==> config.mk <==
export PLATFORM = sky130hd
export DESIGN_NAME = seg_msg_scheduler
export DESIGN_NICKNAME = d
export VERILOG_FILES = /design/src/rtl/seg_msg_scheduler.sv
export SDC_FILE = /design/constraint.sdc
export NUM_CORES = 1
export LEC_CHECK = 0
export CORE_MARGIN = 4
export CORE_UTILIZATION = 30
export CTS_CLUSTER_DIAMETER = 200
export CTS_CLUSTER_SIZE = 25
export DETAILED_ROUTE_END_ITERATION = 16
export PLACE_DENSITY = 0.56
export SLEW_MARGIN = 40
export SYNTH_ARGS = -nofsm -noshare
export SYNTH_HDL_FRONTEND = slang
export SYNTH_SLANG_ARGS = --single-unit
export TNS_END_PERCENT = 30
==> constraint.sdc <==
create_clock -name clk -period 4.1 [get_ports clk]
set_input_delay 0.82 -clock clk [delete_from_list [all_inputs] [get_ports clk]]
set_output_delay 0.82 -clock clk [all_outputs]
set_load 0.005 [all_outputs]
Fig. 1: gate-type map
Drawn at 2 px/um.
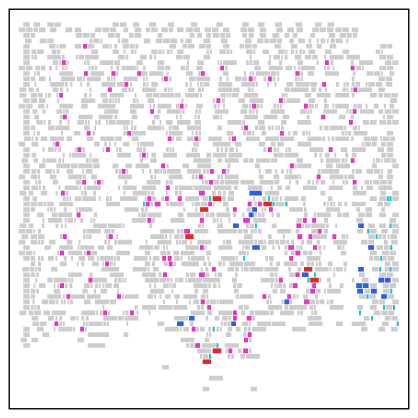
legend:
  fa/ha/maj cells:
    colour: red
    cells: 8
    most_used: ha_1
  non-inverting ao/oa cells:
    colour: blue
    cells: 20
    most_used: o22a_1
  and/or cells:
    colour: magenta
    cells: 121
    most_used: or3_1
  inv cells:
    colour: cyan
    cells: 28
    most_used: inv_1
multi-input combinational area share: 0.4066
non-filler instance count after layout: 2,257
most used logic cell in the final layout: sky130_fd_sc_hd__clkdlybuf4s50_1

Fig. 2: close-up of the layout
Region (85, 85) to (115, 115) um. Cells in grey, sequential cells in the stronger grey; small squares are vias.
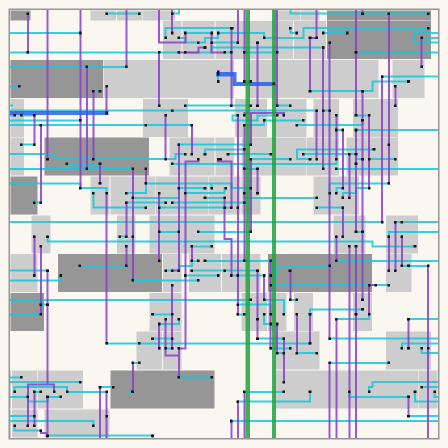
legend:
  M1:
    colour: cyan
  M3:
    colour: blue
  M2:
    colour: purple
  M4:
    colour: green
most frequent: dfxtp_1 (6)
sequential cells in the window: 6
cells with their middle in the window: 55

Fig. 3: cell outlines without signal wires
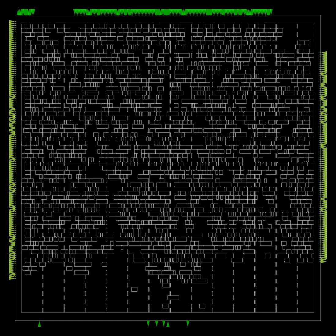
tapcell count: 461
number of fillers in the final layout: 3,659

==> run notes <==
flow finished, numbers: Logic pwr share 0.281, share of power burned in the clock network 0.265, Hold Crit Depth 2, ClkCell Share 0.02262, Core Util at FP 0.3062, result of the run complete, no violations, Total Nets Final 2,114, final max-slew violation count 0, Detail Route met3 WL 3.081 mm, Critical Path RT 4.51 ns, Clk pin slew, worst setup/hold paths 0.10 ns, CP Launch Type primary input, number of stages on the worst setup path 10, first-iteration detailed-routing DRC count 758, multi-input gates 1,130, non-clock buffer count roughly 420, data arrival time of the critical path 3.71 ns, sequential share of power 0.454, total routing resource utilization after global routing 0.2033, classification of the worst-slack hold path register to register
metrics by stage:
stage | hold WS [ns] | area, um2 | instances | util
2_1_floorplan | 0.4297 | 10950 | 1481 | -
3_3_place_gp | 0.4392 | 15290 | 2237 | 0.4277
3_5_place_dp | 0.4423 | 15310 | 2238 | 0.4283
4_1_cts | 0.4313 | 15670 | 2252 | 0.4383
5_1_grt | 0.4586 | 15710 | 2257 | 0.4395
6_report | 0.4340 | 15710 | 2257 | 0.4395
Yosys cell counts, drive strengths merged (18+ instances only):
library cell | instances | share of area
a21oi | 87 | 0.040
nor3 | 100 | 0.046
xor2 | 18 | 0.014
nand2 | 144 | 0.049
inv | 28 | 0.0096
nand3 | 29 | 0.013
o21ai | 79 | 0.036
or3 | 92 | 0.053
dfxtp | 204 | 0.37
clkbuf | 98 | 0.034
nor2 | 252 | 0.086
a221oi | 51 | 0.041
a22oi | 71 | 0.049
buf | 21 | 0.0074
a211oi | 30 | 0.021
power groups by stage:
stage | clock network (W) | logic, W | registers, W
2_1_floorplan | 0 | 0.000662 | 0.00227
3_3_place_gp | 0 | 0.00137 | 0.00228
3_5_place_dp | 0 | 0.00139 | 0.00229
4_1_cts | 0.00135 | 0.00139 | 0.00224
5_1_grt | 0.00142 | 0.00152 | 0.00227
6_report | 0.00131 | 0.00139 | 0.00224
logic make-up (layout without fill, tap and decap cells):
logic type               Yosys count  after routing  share of synthesized area
AND/OR/NAND/NOR                  697            697                     0.2987
adder cells (fa/ha/maj)            8              8                   0.009145
multiplexers                       1              1                  0.0009145
AND-OR/OR-AND                    392            392                     0.2419
flip-flops                       204            204                     0.3731
other                              0              3                          0
XOR/XNOR                          32             32                    0.02561
buffers and inverters            147            459                    0.05064
Power figures rest on the tool's default switching activity, not on a simulated workload.
